### src/rtl/calc_disp_pkg.sv
// ---------------------------------------------------------------------------
// calc_disp_pkg
// Shared types and constants for the calculator display back-end.
//   state_t       : conversion FSM states (IDLE / SHIFT / COMMIT)
//   NDIG          : number of multiplexed 7-segment digits
//   SEG_BLANK     : all segments off (active-low)
//   SEG_MINUS     : only segment g lit, used as the sign digit
//   DIGSEL_TAB    : active-low one-hot digit select per scan index
//   dabble_adjust : add-3 correction applied before each double-dabble shift
// ---------------------------------------------------------------------------
package calc_disp_pkg;

  typedef enum logic [1:0] {
    IDLE   = 2'd0,
    SHIFT  = 2'd1,
    COMMIT = 2'd2
  } state_t;

  localparam int NDIG = 6;

  localparam logic [6:0] SEG_BLANK = 7'h7F;
  localparam logic [6:0] SEG_MINUS = 7'b0111111;

  localparam logic [5:0] DIGSEL_TAB [NDIG] = '{
    6'b111110, 6'b111101, 6'b111011, 6'b110111, 6'b101111, 6'b011111
  };

  // Every BCD nibble that is 5 or more gets +3 so that the following left
  // shift carries correctly into the next decimal digit.
  function automatic logic [11:0] dabble_adjust(input logic [11:0] bcd);
    logic [11:0] res;
    res = bcd;
    for (int i = 0; i < 3; i++) begin
      if (res[i*4 +: 4] >= 4'd5) begin
        res[i*4 +: 4] = res[i*4 +: 4] + 4'd3;
      end
    end
    return res;
  endfunction

endpackage

### src/rtl/calc_disp_scan_hex7_glyph.sv
// ---------------------------------------------------------------------------
// hex7_glyph
// Combinational lookup from a 4-bit hex code to active-low 7-segment pattern
// (bit6 = g .. bit0 = a). The minus flag wins over blank, which wins over
// the hex glyph.
//   code_i  : hex code 0..F
//   blank_i : force all segments off
//   minus_i : force the minus glyph
//   seg_o   : active-low segment pattern
// ---------------------------------------------------------------------------
module hex7_glyph
  import calc_disp_pkg::*;
(
  input  logic [3:0] code_i,
  input  logic       blank_i,
  input  logic       minus_i,
  output logic [6:0] seg_o
);

  // Glyph table first, then the blank/minus overrides on top of it.
  always_comb begin
    seg_o = SEG_BLANK;
    case (code_i)
      4'h0: seg_o = 7'b1000000;
      4'h1: seg_o = 7'b1111001;
      4'h2: seg_o = 7'b0100100;
      4'h3: seg_o = 7'b0110000;
      4'h4: seg_o = 7'b0011001;
      4'h5: seg_o = 7'b0010010;
      4'h6: seg_o = 7'b0000010;
      4'h7: seg_o = 7'b1111000;
      4'h8: seg_o = 7'b0000000;
      4'h9: seg_o = 7'b0010000;
      4'hA: seg_o = 7'b0001000;
      4'hB: seg_o = 7'b0000011;
      4'hC: seg_o = 7'b1000110;
      4'hD: seg_o = 7'b0100001;
      4'hE: seg_o = 7'b0000110;
      4'hF: seg_o = 7'b0001110;
      default: seg_o = SEG_BLANK;
    endcase
    if (minus_i) begin
      seg_o = SEG_MINUS;
    end else if (blank_i) begin
      seg_o = SEG_BLANK;
    end
  end

endmodule

### src/rtl/calc_disp_scan.sv
// ---------------------------------------------------------------------------
// calc_disp_scan
// Display back-end of the 4-bit calculator. A load in IDLE captures the
// operands, result and sign, converts the result to BCD with an 8-step
// double-dabble, then commits everything to the display register in one
// cycle. Six common-anode digits are time-multiplexed from that register.
//   clk    : system clock, rising edge
//   rst_n  : asynchronous active-low reset
//   load   : capture request, only honoured in IDLE
//   a, b   : operands, shown as hex on digits 0 and 1
//   value  : unsigned result magnitude 0..255
//   neg    : result sign, shown as minus on digit 2
//   busy   : conversion in progress
//   done   : one-cycle pulse after the display register is committed
//   seg    : active-low segments, bit6 = g .. bit0 = a
//   digsel : active-low one-hot digit select, bit0 = leftmost digit
// Build option: define LZ_BLANK_EN to blank leading zeros of the hundreds
// and tens digits.
// ---------------------------------------------------------------------------
module calc_disp_scan
  import calc_disp_pkg::*;
#(
  parameter int DIV_W = 16
) (
  input  logic       clk,
  input  logic       rst_n,
  input  logic       load,
  input  logic [3:0] a,
  input  logic [3:0] b,
  input  logic [7:0] value,
  input  logic       neg,
  output logic       busy,
  output logic       done,
  output logic [6:0] seg,
  output logic [5:0] digsel
);

  state_t state_q, state_d;
  logic [7:0]  shift_q, shift_d;
  logic [11:0] bcd_q, bcd_d;
  logic [2:0]  iter_q, iter_d;
  logic [3:0]  pendA_q, pendA_d, pendB_q, pendB_d;
  logic        pendNeg_q, pendNeg_d;
  logic [3:0]  dispA_q, dispA_d, dispB_q, dispB_d;
  logic        dispNeg_q, dispNeg_d;
  logic [11:0] dispBcd_q, dispBcd_d;
  logic        done_q, done_d;

  logic [DIV_W-1:0] prescaler_q;
  logic [2:0]       idx_q;
  logic [6:0]       seg_q;
  logic [5:0]       digsel_q;

  logic       tick;
  logic [3:0] glyphCode;
  logic       glyphBlank;
  logic       glyphMinus;
  logic [6:0] glyphSeg;
  logic [5:0] digselNext;

  // Conversion FSM: IDLE waits for load, SHIFT runs eight double-dabble
  // steps, COMMIT copies the finished result into the display register.
  // The display register only changes in COMMIT, so the scan never shows a
  // half-converted number.
  always_comb begin
    state_d   = state_q;
    shift_d   = shift_q;
    bcd_d     = bcd_q;
    iter_d    = iter_q;
    pendA_d   = pendA_q;
    pendB_d   = pendB_q;
    pendNeg_d = pendNeg_q;
    dispA_d   = dispA_q;
    dispB_d   = dispB_q;
    dispNeg_d = dispNeg_q;
    dispBcd_d = dispBcd_q;
    done_d    = 1'b0;
    case (state_q)
      IDLE: begin
        if (load) begin
          shift_d   = value;
          pendA_d   = a;
          pendB_d   = b;
          pendNeg_d = neg;
          bcd_d     = 12'd0;
          iter_d    = 3'd0;
          state_d   = SHIFT;
        end
      end
      SHIFT: begin
        {bcd_d, shift_d} = {dabble_adjust(bcd_q), shift_q} << 1;
        iter_d = iter_q + 3'd1;
        if (iter_q == 3'd7) begin
          state_d = COMMIT;
        end
      end
      COMMIT: begin
        dispA_d   = pendA_q;
        dispB_d   = pendB_q;
        dispNeg_d = pendNeg_q;
        dispBcd_d = bcd_q;
        done_d    = 1'b1;
        state_d   = IDLE;
      end
      default: state_d = IDLE;
    endcase
  end

  // Conversion and display registers; reset also clears what is displayed.
  always_ff @(posedge clk or negedge rst_n) begin
    if (!rst_n) begin
      state_q   <= IDLE;
      shift_q   <= 8'd0;
      bcd_q     <= 12'd0;
      iter_q    <= 3'd0;
      pendA_q   <= 4'd0;
      pendB_q   <= 4'd0;
      pendNeg_q <= 1'b0;
      dispA_q   <= 4'd0;
      dispB_q   <= 4'd0;
      dispNeg_q <= 1'b0;
      dispBcd_q <= 12'd0;
      done_q    <= 1'b0;
    end else begin
      state_q   <= state_d;
      shift_q   <= shift_d;
      bcd_q     <= bcd_d;
      iter_q    <= iter_d;
      pendA_q   <= pendA_d;
      pendB_q   <= pendB_d;
      pendNeg_q <= pendNeg_d;
      dispA_q   <= dispA_d;
      dispB_q   <= dispB_d;
      dispNeg_q <= dispNeg_d;
      dispBcd_q <= dispBcd_d;
      done_q    <= done_d;
    end
  end

  assign busy = (state_q != IDLE);
  assign done = done_q;

  // Pick what the current scan index should show. Digit 2 is the sign, the
  // last three are hundreds/tens/units from the committed BCD.
  always_comb begin
    glyphCode  = 4'd0;
    glyphBlank = 1'b0;
    glyphMinus = 1'b0;
    digselNext = 6'b111111;
    case (idx_q)
      3'd0: begin
        glyphCode  = dispA_q;
        digselNext = DIGSEL_TAB[0];
      end
      3'd1: begin
        glyphCode  = dispB_q;
        digselNext = DIGSEL_TAB[1];
      end
      3'd2: begin
        glyphMinus = dispNeg_q;
        glyphBlank = ~dispNeg_q;
        digselNext = DIGSEL_TAB[2];
      end
      3'd3: begin
        glyphCode  = dispBcd_q[11:8];
`ifdef LZ_BLANK_EN
        glyphBlank = (dispBcd_q[11:8] == 4'd0);
`else
        glyphBlank = 1'b0;
`endif
        digselNext = DIGSEL_TAB[3];
      end
      3'd4: begin
        glyphCode  = dispBcd_q[7:4];
`ifdef LZ_BLANK_EN
        glyphBlank = (dispBcd_q[11:4] == 8'd0);
`else
        glyphBlank = 1'b0;
`endif
        digselNext = DIGSEL_TAB[4];
      end
      3'd5: begin
        glyphCode  = dispBcd_q[3:0];
        digselNext = DIGSEL_TAB[5];
      end
      default: begin
        glyphBlank = 1'b1;
        digselNext = 6'b111111;
      end
    endcase
  end

  hex7_glyph u_glyph (
    .code_i  (glyphCode),
    .blank_i (glyphBlank),
    .minus_i (glyphMinus),
    .seg_o   (glyphSeg)
  );

  assign tick = &prescaler_q;

  // Free-running prescaler; on each tick the selected digit is registered
  // and the index wraps 5 -> 0. A commit landing on a tick edge is not seen
  // until the next tick because the mux reads the pre-commit register.
  always_ff @(posedge clk or negedge rst_n) begin
    if (!rst_n) begin
      prescaler_q <= '0;
      idx_q       <= 3'd0;
      seg_q       <= SEG_BLANK;
      digsel_q    <= 6'b111111;
    end else begin
      prescaler_q <= prescaler_q + 1'b1;
      if (tick) begin
        seg_q    <= glyphSeg;
        digsel_q <= digselNext;
        idx_q    <= (idx_q == 3'd5) ? 3'd0 : idx_q + 3'd1;
      end
    end
  end

  assign seg    = seg_q;
  assign digsel = digsel_q;

endmodule

### config.mk
export PLATFORM = sky130hd
export DESIGN_NAME = calc_disp_scan
export DESIGN_NICKNAME = d
export VERILOG_FILES = /design/src/rtl/calc_disp_pkg.sv /design/src/rtl/calc_disp_scan_hex7_glyph.sv /design/src/rtl/calc_disp_scan.sv
export SDC_FILE = /design/constraint.sdc
export NUM_CORES = 1
export LEC_CHECK = 0
export CAP_MARGIN = 10
export CORE_UTILIZATION = 37
export CTS_CLUSTER_DIAMETER = 150
export DETAILED_ROUTE_END_ITERATION = 8
export HOLD_SLACK_MARGIN = 0.06
export SLEW_MARGIN = 20
export SYNTH_ARGS = -nofsm -noshare
export SYNTH_HDL_FRONTEND = slang
export SYNTH_SLANG_ARGS = --single-unit
### constraint.sdc
create_clock -name clk -period 2.4 [get_ports clk]
set_input_delay 0.72 -clock clk [delete_from_list [all_inputs] [get_ports clk]]
set_output_delay 0.72 -clock clk [all_outputs]
set_load 0.01 [all_outputs]
==> results.json, run 1 <==
{
  "ys_seq_share": 0.518,
  "reg2reg_slack_ps": 140,
  "pwr-share-seq": 0.416,
  "cts.sinks": 88,
  "wl_met3_um": 320,
  "inv_count": 15,
  "nWellTaps": 140,
  "cp_num_cells": 9,
  "critPathRequiredTime_ps": 2680,
  "topCombFamilyByArea": "simple AND/OR/NAND/NOR gates",
  "top_layer": "met4",
  "yosys-stat-cells": 404,
  "fin_crit_sh": 0.943,
  "antenna_cells": 0,
  "fill_cells": 1072,
  "setup_viol": 0,
  "post_drt_wl_per_cell_um": 13.7,
  "p_per_area_mw_per_mm2": 1030,
  "vdd_drop_max_uv": 548,
  "min_path_type": "in2async",
  "status": "finished clean",
  "xor_area_frac": 0.0409,
  "clockNetworkAreaShare": 0.0571,
  "clockBufferDepth": 2,
  "power_switching_w": 0.00176
}
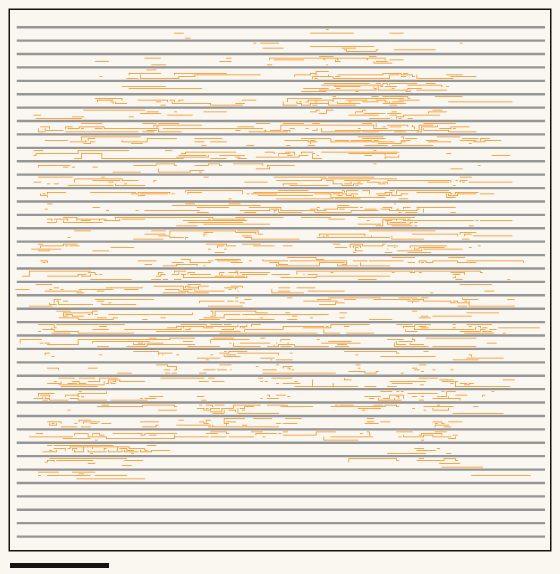
(run_1/layer_met1.png)
The bar under the picture is 20 um long. Supply wires on this layer in gray.
The layer holds 50% of the routed length. 419 nets have wire on it.
GR met1 Demand/Resource: 0.213
Total Wirelength: 8070 um
Vias: 3009

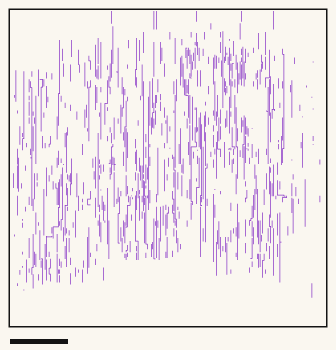
(run_1/layer_met2.png)
The bar under the picture is 20 um long.
384 nets have wire on it. The layer carries 3580 um of wire. The longest straight run is 41.0 um. The layer holds 44% of the routed length.
routing usage on met2: 0.230

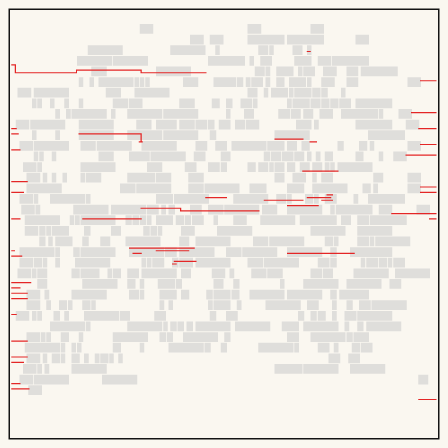
(run_1/layer_met3.png)
The wires run mostly horizontal. 38 nets have wire on it.
met3 Use GR: 0.0421

## Run 2: what changed since run 1
--- a/config.mk
+++ b/config.mk
@@ -6,8 +6,10 @@
 export NUM_CORES = 1
 export LEC_CHECK = 0
 export CAP_MARGIN = 10
+export CORE_ASPECT_RATIO = 0.75
 export CORE_UTILIZATION = 37
 export CTS_CLUSTER_DIAMETER = 150
+export CTS_CLUSTER_SIZE = 12
 export DETAILED_ROUTE_END_ITERATION = 8
 export HOLD_SLACK_MARGIN = 0.06
 export SLEW_MARGIN = 20
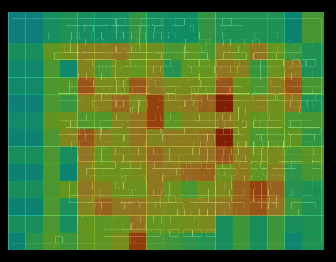
(run_2/congestion.png)
most used routing layer: met2
Final Util: 0.466

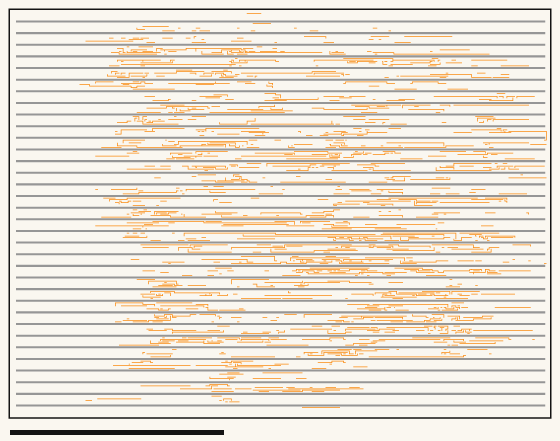
(run_2/layer_met1.png)
The bar under the picture is 50 um long. Supply wires on this layer in gray.
The longest straight run is 34.5 um. The layer holds 49% of the routed length.
Vias: 3037
Total Wirelength: 8550 um
GR met1 Demand/Resource: 0.220

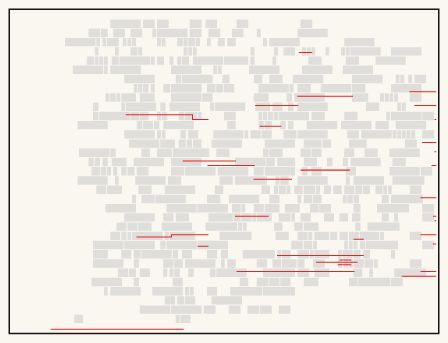
(run_2/layer_met3.png)
The layer holds 3.7% of the routed length. The layer carries 316 um of wire. The longest straight run is 38.9 um. 24 nets have wire on it.
met3 Use GR: 0.0393

==> run 2 against run 1 <==
Compared with the run above: clock skew up 0.83 ps; clock-buffer cell count unchanged; total power up 0.65%; hold slack better by 56 ps; utilization up 0.26 points; die size about the same; sequential share of layout area down 0.33 points; critical path depth up 2.
==> results.json, run 2 <==
{
  "wl_met3_um": 316,
  "ys_seq_share": 0.518,
  "yosys-stat-cells": 404,
  "antenna_cells": 0,
  "power_switching_w": 0.00179,
  "cts.sinks": 88,
  "inv_count": 15,
  "status": "finished clean",
  "fin_crit_sh": 0.924,
  "post_drt_wl_per_cell_um": 14.4,
  "met2_usage": 0.241,
  "critPathRequiredTime_ps": 2660,
  "fill_cells": 1008,
  "reg2reg_slack_ps": 180,
  "topCombFamilyByArea": "simple AND/OR/NAND/NOR gates",
  "min_path_type": "in2async",
  "xor_area_frac": 0.0409,
  "clockBufferDepth": 2,
  "vdd_drop_max_uv": 508,
  "p_per_area_mw_per_mm2": 1030
}
Power and IR drop assume default switching activity.
